==> config.mk <==
export PLATFORM = sky130hd
export DESIGN_NAME = nibble_serial_adder
export DESIGN_NICKNAME = d
export VERILOG_FILES = /design/src/rtl/nibble_serial_adder_pkg.sv /design/src/rtl/four_bit_rca.sv /design/src/rtl/nibble_serial_adder.sv
export SDC_FILE = /design/constraint.sdc
export NUM_CORES = 1
export LEC_CHECK = 0
export ABC_AREA = 1
export CAP_MARGIN = 20
export CORE_MARGIN = 8
export CORE_UTILIZATION = 45
export DETAILED_ROUTE_END_ITERATION = 7
export HOLD_SLACK_MARGIN = 0.1
export PLACE_DENSITY = 0.82
export SLEW_MARGIN = 20
export SYNTH_ARGS = -nofsm -noshare
export SYNTH_HDL_FRONTEND = slang
export SYNTH_SLANG_ARGS = --single-unit
==> constraint.sdc <==
create_clock -name clk -period 3.75 [get_ports clk]
set_input_delay 1.125 -clock clk [delete_from_list [all_inputs] [get_ports clk]]
set_output_delay 1.125 -clock clk [all_outputs]
set_load 0.01 [all_outputs]
==> src/rtl/nibble_serial_adder_pkg.sv <==
// Shared definitions for the nibble-serial add/subtract engine:
// slice width, FSM state encoding and the nibble-index width helper.
package nibble_serial_adder_pkg;

    localparam int NIBBLE_W = 4;

    typedef enum logic [1:0] {
        ST_IDLE = 2'd0,
        ST_RUN  = 2'd1,
        ST_DONE = 2'd2
    } state_t;

    // Width of the nibble index register; never narrower than one bit.
    function automatic int idx_width(input int n);
        return (n > 1) ? $clog2(n) : 1;
    endfunction

endpackage

==> src/rtl/four_bit_rca.sv <==
// Purely combinational 4-bit ripple-carry adder built from full-adder cells.
module four_bit_rca (
    input  logic [3:0] A,
    input  logic [3:0] B,
    input  logic       Cin,
    output logic [3:0] S,
    output logic       Cout
);

    always_comb begin
        logic c;
        c = Cin;
        S = '0;
        for (int unsigned i = 0; i < 4; i++) begin
            S[i] = A[i] ^ B[i] ^ c;
            c    = (A[i] & B[i]) | (A[i] & c) | (B[i] & c);
        end
        Cout = c;
    end

endmodule

==> src/rtl/nibble_serial_adder.sv <==
// Multi-cycle add/subtract engine: feeds one nibble per clock through a shared
// four_bit_rca, holding the inter-nibble carry in a flop.
module nibble_serial_adder
    import nibble_serial_adder_pkg::*;
#(
    parameter int NIBBLES = 4
) (
    input  logic                      clk,
    input  logic                      rst_n,
    input  logic                      start,
    input  logic                      sub,
    input  logic [4*NIBBLES-1:0]      a,
    input  logic [4*NIBBLES-1:0]      b,
    output logic                      busy,
    output logic                      done,
    output logic [4*NIBBLES-1:0]      sum,
    output logic                      cout,
    output logic                      ovf
);

    localparam int W  = NIBBLE_W * NIBBLES;
    localparam int IW = idx_width(NIBBLES);

    state_t                state, state_nx;
    logic [W-1:0]          a_r, b_r;
    logic [IW-1:0]         idx;
    logic                  carry;
    logic                  last;
    logic [NIBBLE_W-1:0]   nib_a, nib_b, rca_s;
    logic                  rca_cout;

    assign last  = (idx == IW'(NIBBLES - 1));
    assign nib_a = a_r[NIBBLE_W*idx +: NIBBLE_W];
    assign nib_b = b_r[NIBBLE_W*idx +: NIBBLE_W];

    four_bit_rca u_rca (
        .A    (nib_a),
        .B    (nib_b),
        .Cin  (carry),
        .S    (rca_s),
        .Cout (rca_cout)
    );

    always_ff @(posedge clk) begin
        if (!rst_n) state <= ST_IDLE;
        else        state <= state_nx;
    end

    always_comb begin
        state_nx = state;
        case (state)
            ST_IDLE: if (start) state_nx = ST_RUN;
            ST_RUN:  if (last)  state_nx = ST_DONE;
            ST_DONE: state_nx = ST_IDLE;
            default: state_nx = ST_IDLE;
        endcase
    end

    always_comb begin
        busy = 1'b0;
        done = 1'b0;
        case (state)
            ST_RUN:  busy = 1'b1;
            ST_DONE: begin
                busy = 1'b1;
                done = 1'b1;
            end
            default: ;
        endcase
    end

    // Subtraction is folded into the operand load: B is complemented and the
    // carry seeded with 1, so RUN is identical for add and subtract.
    always_ff @(posedge clk) begin
        if (!rst_n) begin
            a_r   <= '0;
            b_r   <= '0;
            carry <= 1'b0;
            idx   <= '0;
            sum   <= '0;
            cout  <= 1'b0;
            ovf   <= 1'b0;
        end else begin
            case (state)
                ST_IDLE: if (start) begin
                    a_r   <= a;
                    b_r   <= sub ? ~b : b;
                    carry <= sub;
                    idx   <= '0;
                    sum   <= '0;
                    cout  <= 1'b0;
                    ovf   <= 1'b0;
                end
                ST_RUN: begin
                    sum[NIBBLE_W*idx +: NIBBLE_W] <= rca_s;
                    carry <= rca_cout;
                    idx   <= idx + 1'b1;
                    if (last) begin
                        cout <= rca_cout;
                        ovf  <= (a_r[W-1] == b_r[W-1]) && (rca_s[NIBBLE_W-1] != a_r[W-1]);
                    end
                end
                default: ;
            endcase
        end
    end

endmodule

==> results.sh, run 1 <==
# yosys + openroad results
export IMPL_rows=28
export IMPL_numCtsBuffers=5
export IMPL_peakVddDrop_mv=0.235
export IMPL_cp_endpoint="ovf"
export IMPL_setup_worst_path_start="idx[0]"
export IMPL_timing_hold_ws_ps=475
export IMPL_fp_utilization_pct=46.8
export IMPL_clockBufferDepth=2
export IMPL_common_cells="nor2_1, dfxtp_1, nand2_1"
export IMPL_lay_top_count="nor2_1"
export IMPL_crit_slowest_cell="fa_1"
export IMPL_r2r_start="idx[0]"
export IMPL_tool_warnings=31
export IMPL_syn_avg_cell_area_um2=7.60
export IMPL_wirelength_um=6350
export IMPL_clock_fmax_mhz=312
export IMPL_hold_end="sum[6]"
export IMPL_ant_nets=0
export IMPL_root_buffer="clkbuf_8"
export IMPL_yosys_cells=367
export IMPL_final_cells=487
export IMPL_rrSetupSlack_ps=540
export IMPL_syn_nets=414
export IMPL_layout_min_cycle_time_ps=3210
export IMPL_fin_setup_tns_ps=0
export IMPL_p_leak_nw=1.35
export IMPL_power_density_nw_per_um2=409
export IMPL_vias_per_cell=5.00
export IMPL_drtPass1Iterations=4
export IMPL_grtUsageTotal_pct=14.6
export IMPL_edf_count=0
export IMPL_drt_iter0_markers=145
export IMPL_synth_async_reset_ratio_pct=0
export IMPL_postSynthSeqShare_pct=39.5
export IMPL_post_dp_hpwl_um=4810
export IMPL_holdCritStartpoint="sum[6]"
export IMPL_worstReg2RegEnd="ovf"
export IMPL_drive_gt1_share_pct=8.01
export IMPL_grt_ovfl_total=0
export IMPL_most_common_cell="nor2_1"
export IMPL_flop_cell="dfxtp_1"
export IMPL_top_cells_by_area="dfxtp_1, nor2_1, nand2_1, o21ai_1, xnor2_1"
export IMPL_pwr_share_clk_pct=28.9
export IMPL_combPwrFrac_pct=23.7
export IMPL_worstMarginPinSlew_ps=883
export IMPL_wl_per_cell_um=13.0
export IMPL_die_area_um2=8970
export IMPL_cts_setup_buffers=0
export IMPL_fin_total_pwr_w=0.00141
export IMPL_antenna_found_initial=0
export IMPL_path_delay_family="adder cells"
export IMPL_cp_data_required_time_ps=4000
export IMPL_clk_pin_slew_ps=100
export IMPL_drc=0
export IMPL_synthToLayoutAreaGrowth_pct=23.3
export IMPL_ys_warnings_count=0
export IMPL_switching_power_w=0.000406
export IMPL_synthesis_area_um2=2790
export IMPL_core_um2=5960
export IMPL_hold_viol=0
export IMPL_cp_num_buf_inv=5
export IMPL_slew_headroom_pct=40.9
export IMPL_worstRegToRegCells=16
export IMPL_critical_path_class="reg -> reg"
export IMPL_grt_pass1_wl_um=10700
export IMPL_yosysTopAreaCell="dfxtp_1"
export IMPL_placed_cells=479
export IMPL_sequentialPowerShare_pct=47.4
export IMPL_netlist_instances=367
export IMPL_place_ws_ps=407
export IMPL_h_tree_depth=2
export IMPL_path_max_fanout=22
export IMPL_hold_path_cell_count=2
export IMPL_path_cells="inv_2, o21ai_0, o22ai_1, fa_1, inv_1, fa_1, fa_1, inv_1, fa_1, inv_1, nand2_1, nand2_1, nand2_1, o21ai_2, clkinv_1, nor2_1"
export IMPL_drv_slew=0
export IMPL_switching_share_pct=28.9
export IMPL_n_antenna_cell=0
export IMPL_synth_cell_types=29
export IMPL_end_kind="flip-flop"
export IMPL_nets=458
export IMPL_grt_setup_unrepaired="false"
export IMPL_intPower_w=0.00100
export IMPL_startpoint_type="flip-flop"
export IMPL_final_util_pct=57.7
export IMPL_period_used_pct=85.5
export IMPL_final_layout_top_logic_cells="nor2_1, clkdlybuf4s50_1, dfxtp_1"
export IMPL_gp_congestion=0.874
export IMPL_cp_common_cell="fa_1"
export IMPL_finalSetupViolCount=0
export IMPL_slowest_delay_ps=450
export IMPL_ios=56
export IMPL_grt_pass1_vias=2396
export IMPL_ys_flops=55
export IMPL_cp_arrival_ps=3460
export IMPL_worst_path_stages=16
export IMPL_maxCapViolCount=0
export IMPL_yosys_stat_area_um2=2790
export IMPL_hp_class="reg -> reg"
export IMPL_cts_tree="yes"
export IMPL_postLayoutCellArea_um2=3440
export IMPL_status="complete, no violations"
export IMPL_synth_top_cell_area_share_pct=39.5
export IMPL_dpl_cell_area_um2=3320
export IMPL_fin_ws_ps=544
export IMPL_grt_max_degree=50
[run 1: power by group through the flow]
| stage | registers (W) | clock network [W] | logic, W |
|---|---|---|---|
| 2_1_floorplan | 0.000674 | 0 | 0.000227 |
| 4_1_cts | 0.000666 | 0.000413 | 0.000334 |
| 6_report | 0.000667 | 0.000406 | 0.000334 |
| 3_5_place_dp | 0.000679 | 0 | 0.000333 |
| 3_3_place_gp | 0.000679 | 0 | 0.000323 |
| 5_1_grt | 0.000673 | 0.000439 | 0.000377 |
[run 1: timing repair]
item / CTS / global route
resized: 0 / 1
hold buffers: 0 / 0
setup endpoints to repair: 0 / 1
[run 1: state kept, by name, summed over array words and instances (netlist names)]
name / count
a_r: 16
b_r: 16
carry: 1
cout: 1
idx: 2
ovf: 1
state: 2
sum: 16
[run 1: area by class of cell]
| cell class | instances | area [µm²] |
|---|---|---|
| Timing Repair Buffer | 56 | 558 |
| Sequential cell | 55 | 1100 |
| Fill cell | 572 | 2520 |
| Clock inverter | 2 | 35.0 |
| Inverter | 23 | 91.3 |
| Clock buffer | 6 | 82.6 |
| Multi-Input combinational cell | 270 | 1480 |
| Tap cell | 75 | 93.8 |
[run 1: metal layers]
metal / vias to the layer above / GRT usage [%] / routed length, µm / part of all wire, %
li1: 1280 / - / - / -
met1: 1086 / 18.8 / 2970 / 47
met2: 65 / 23.8 / 2980 / 47
met3: 6 / 4.44 / 363 / 5.7
met4: 0 / 2.73 / 39 / 0.61
met5: - / 0 / 0 / 0
[run 1: cell families after synthesis]
group / Yosys count / share of synthesized area [%]
compound gates: 93 / 18.1
xor+xnor: 16 / 5.03
fa+ha+maj: 11 / 6.01
buf+inv: 42 / 7.58
flops: 55 / 39.5
simple gates: 150 / 23.7
### Met1 routing, run 1

Scale bar: 20 µm.
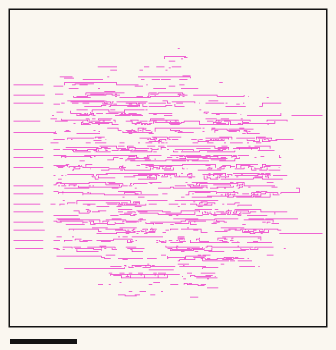
- nets with wire on the layer: 418
- share of all routed wire: 47%
- wire length on this layer: 2970 µm
- longest straight run: 21.2 µm
- main direction: horizontal
detailed-route via count: 2437
met1 usage: 18.8%

### The clock network, run 1

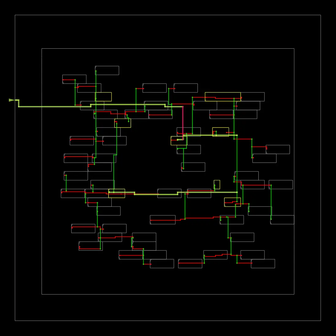
# clk buffers: 6
Clk power: 0.000406 W
final clock skew: 8.35 ps
clk_lat worst skew: 310 ps
Num Clock Sinks: 55

### A small window of the routed layout, run 1

Scale bar: 20 µm. Window x 22 to 72, y 41 to 91 µm. Cells in gray, sequential cells in the stronger gray; small squares are vias.
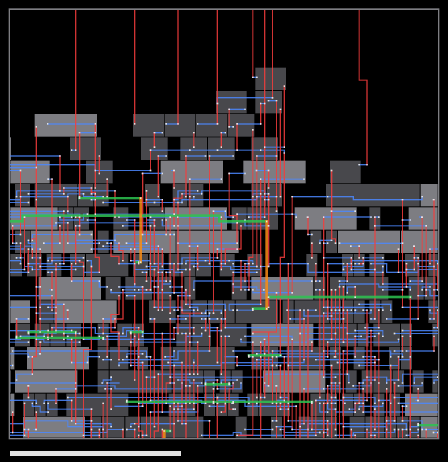
- orange: met4
- red: met2
- green: met3
- blue: met1
- cells with their middle in the window: 170
- netlist names of flops here include: `b_r` (13), `sum` (4), `a_r` (2)
- most frequent: nor2_1 (36), dfxtp_1 (21), nand2_1 (19)
- sequential cells in the window: 21

### Ports around the boundary, run 1

Scale bar: 20 µm. Pins as bars across the die edge, other pins in gray.
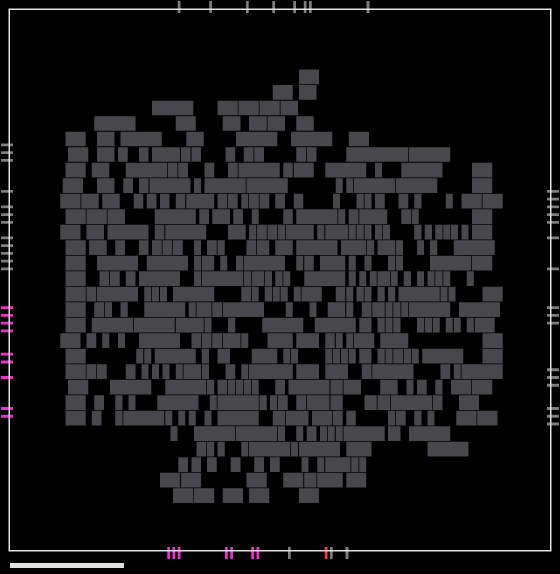
- magenta: `a` (pins 16; direction input; edge 9 left, 7 bottom)
- red: `busy` (pins 1; direction output; edge bottom)
- all pins by edge: 21 left, 16 right, 11 bottom, 8 top
I/O Buffers: 55
Die Y-Extent: 94.7 µm
overall die width: 94.7 µm

==> run 2: changes to the inputs <==
--- a/config.mk
+++ b/config.mk
@@ -15,4 +15,5 @@
 export SLEW_MARGIN = 20
 export SYNTH_ARGS = -nofsm -noshare
 export SYNTH_HDL_FRONTEND = slang
+export SYNTH_HIERARCHICAL = 1
 export SYNTH_SLANG_ARGS = --single-unit
### Ports around the boundary, run 2

Scale bar: 20 µm. Pins as bars across the die edge, other pins in gray.
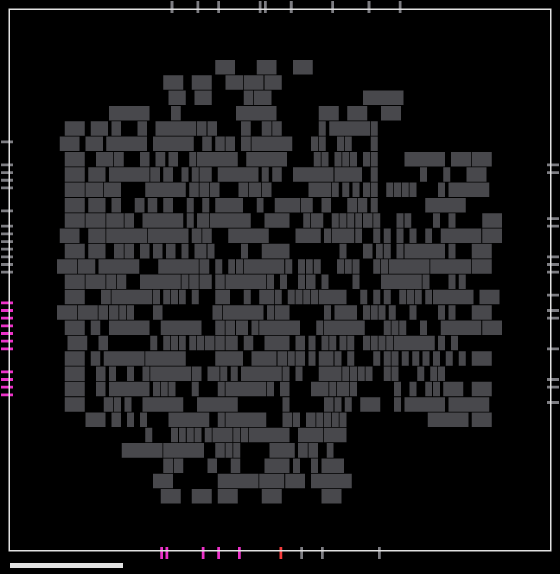
- magenta: `a` (pins 16; direction input; edge 11 left, 5 bottom)
- red: `busy` (pins 1; direction output; edge bottom)
- all pins by edge: 24 left, 14 right, 9 bottom, 9 top

==> results.sh, run 2 <==
# yosys + openroad results
export IMPL_status="complete, no violations"
export IMPL_synth_cell_types=25
export IMPL_post_dp_hpwl_um=4700
export IMPL_top_cells_by_area="dfxtp_1, nor2_1, nand2_1, o21ai_0, xnor2_1"
export IMPL_ios=56
export IMPL_die_area_um2=9180
export IMPL_period_used_pct=84.6
export IMPL_clockBufferDepth=2
export IMPL_common_cells="nor2_1, nand2_1, dfxtp_1"
export IMPL_nets=496
export IMPL_drt_iter0_markers=139
export IMPL_gp_congestion=0.887
export IMPL_most_common_cell="nor2_1"
export IMPL_synthesis_area_um2=2870
export IMPL_root_buffer="clkbuf_8"
export IMPL_rows=29
export IMPL_ys_flops=55
export IMPL_wirelength_um=6140
export IMPL_fp_utilization_pct=46.0
export IMPL_path_max_fanout=12
export IMPL_peakVddDrop_mv=0.200
export IMPL_netlist_instances=402
export IMPL_grt_max_degree=48
export IMPL_grt_setup_unrepaired="false"
export IMPL_cts_sinks=55
export IMPL_die_w_um=95.8
export IMPL_edf_count=0
export IMPL_grt_pass1_vias=2479
export IMPL_slowest_delay_ps=550
export IMPL_n_antenna_cell=0
export IMPL_grtUsageTotal_pct=14.1
export IMPL_holdCritStartpoint="carry"
export IMPL_grt_ovfl_total=0
export IMPL_ys_warnings_count=6
export IMPL_fin_skew_ps=4.83
export IMPL_synthToLayoutAreaGrowth_pct=21.5
export IMPL_timing_hold_ws_ps=479
export IMPL_setup_worst_path_start="idx[1]"
export IMPL_ant_nets=0
export IMPL_flop_cell="dfxtp_1"
export IMPL_vias=2570
export IMPL_fillCellCount=620
export IMPL_crit_slowest_cell="dfxtp_1"
export IMPL_cp_common_cell="inv_1"
export IMPL_final_layout_top_logic_cells="nor2_1, nand2_1, dfxtp_1, clkdlybuf4s50_1, o21ai_0"
export IMPL_syn_avg_cell_area_um2=7.13
export IMPL_yosysTopAreaCell="dfxtp_1"
export IMPL_hold_viol=0
export IMPL_clock_fmax_mhz=315
export IMPL_hp_class="reg -> reg"
export IMPL_io_buffers=55
export IMPL_antenna_found_initial=0
export IMPL_path_cells="inv_1, o21ai_0, o22ai_1, inv_1, fa_1, inv_1, fa_1, fa_1, inv_1, fa_1, inv_1, nand2_1, nor2_1, nand2_1, nand2_1, nand2_1, nor2_1"
export IMPL_finalSetupViolCount=0
export IMPL_ctsResizeCount=0
export IMPL_synth_async_reset_ratio_pct=0
export IMPL_numCtsBuffers=5
export IMPL_critical_path_class="reg -> reg"
export IMPL_h_tree_depth=2
export IMPL_p_leak_nw=1.48
export IMPL_syn_nets=451
export IMPL_wl_per_cell_um=11.7
export IMPL_grt_pass1_wl_um=10700
export IMPL_cts_tree="yes"
export IMPL_power_density_nw_per_um2=442
export IMPL_end_kind="flip-flop"
export IMPL_cp_arrival_ps=3430
export IMPL_fin_setup_tns_ps=0
export IMPL_drc=0
export IMPL_tool_warnings=33
export IMPL_yosys_stat_area_um2=2870
export IMPL_fin_total_pwr_w=0.00154
export IMPL_clk_pin_slew_ps=100
export IMPL_layout_min_cycle_time_ps=3170
export IMPL_worstMarginPinSlew_ps=900
export IMPL_maxCapViolCount=0
export IMPL_startpoint_type="flip-flop"
export IMPL_drive_gt1_share_pct=4.91
export IMPL_r2r_start="idx[1]"
export IMPL_top_regs="a_r (16), b_r (16), sum (16)"
export IMPL_final_util_pct=55.8
export IMPL_drtPass1Iterations=4
export IMPL_core_um2=6240
export IMPL_fin_ws_ps=576
export IMPL_cp_data_required_time_ps=4000
export IMPL_clk_latency_ps=310
export IMPL_drv_slew=0
export IMPL_lay_top_count="nor2_1"
export IMPL_vias_per_cell=4.90
export IMPL_cts_setup_buffers=0
export IMPL_slew_headroom_pct=39.8
export IMPL_place_ws_ps=608
export IMPL_postSynthSeqShare_pct=38.4
export IMPL_synth_top_cell_area_share_pct=38.4
export IMPL_yosys_cells=402
export IMPL_fp_dieH_um=95.8
export IMPL_hold_buffers=0
### A small window of the routed layout, run 2

Scale bar: 20 µm. Window x 23 to 73, y 42 to 92 µm. Cells in gray, sequential cells in the stronger gray; small squares are vias.
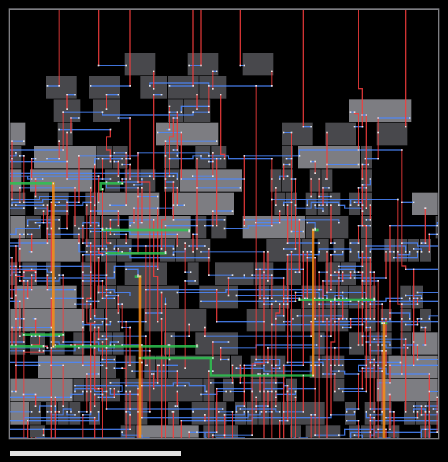
- orange: met4
- red: met2
- blue: met1
- green: met3
- cells with their middle in the window: 194
- netlist names of flops here include: `b_r` (10), `sum` (5), `a_r` (3)
- sequential cells in the window: 18
- most frequent: nand2_1 (38), nor2_1 (37), o21ai_0 (25)

run 2: netlist changes by cell type after synthesis, moves of 12 or more:
cell,previous run,this run
inv_1,17,35
nand2_1,48,71
nor2_1,80,92
o21ai_0,22,49
o21ai_1,31,0
run 2: stage by stage:
stage,area (µm²),instances
4_1_cts,3480,525
3_5_place_dp,3400,517
2_1_floorplan,2870,402
6_report,3480,525
5_1_grt,3480,525
3_3_place_gp,3400,517
run 2: worst max-delay path, delay by kind of cell (launching register included):
family          cells  cell delay, ps
compound gates      2             220
flops               1             550
fa+ha+maj           4            1300
buf+inv             5             590
simple gates        6             470
run 2: area by class of cell:
class	instances	area [µm²]	share of cell area, %
multi-input combinational	289	1490	42.6
sequential	55	1100	31.6
timing repair buffer	58	573	16.5
inverter	38	143	4.09
tap	77	96.3	2.77
clock buffer	6	72.6	2.08
clock inverter	2	12.5	0.359
run 2: worst paths after layout:
check                 end  slack (ps)  cells past startpoint
setup / recovery  sum[15]         580                     17
hold reg to reg     carry         480                      2
hold / removal      carry         480                      2
setup reg to reg  sum[15]         580                     17
run 2: cell families after synthesis:
logic type	after synthesis	share of synthesized area, %
and+or+nand+nor	180	25.7
AOI/OAI and AO/OA	80	14.4
buffers and inverters	58	9.82
DFF	55	38.4
xor gates and xnor gates	16	4.89
adders and majority gates	13	6.72
run 2: report_power, final:
part | internal (W) | leakage (nW) | switching (W)
clock | 0.000131 | 0.0412 | 0.000193
combinational | 0.000224 | 0.983 | 0.000292
sequential | 0.000660 | 0.454 | 0.0000396
total | 0.00102 | 1.48 | 0.000525
run 2: per-layer routing:
layer / up-vias / global-route usage, % / part of all wire, %
met3: 9 / 3.20 / 5.1
met4: 0 / 3.46 / 1.2
li1: 1342 / - / -
met2: 64 / 24.7 / 48
met1: 1155 / 16.9 / 46
met5: - / 0 / 0
Power is estimated from default activity; no workload was simulated.
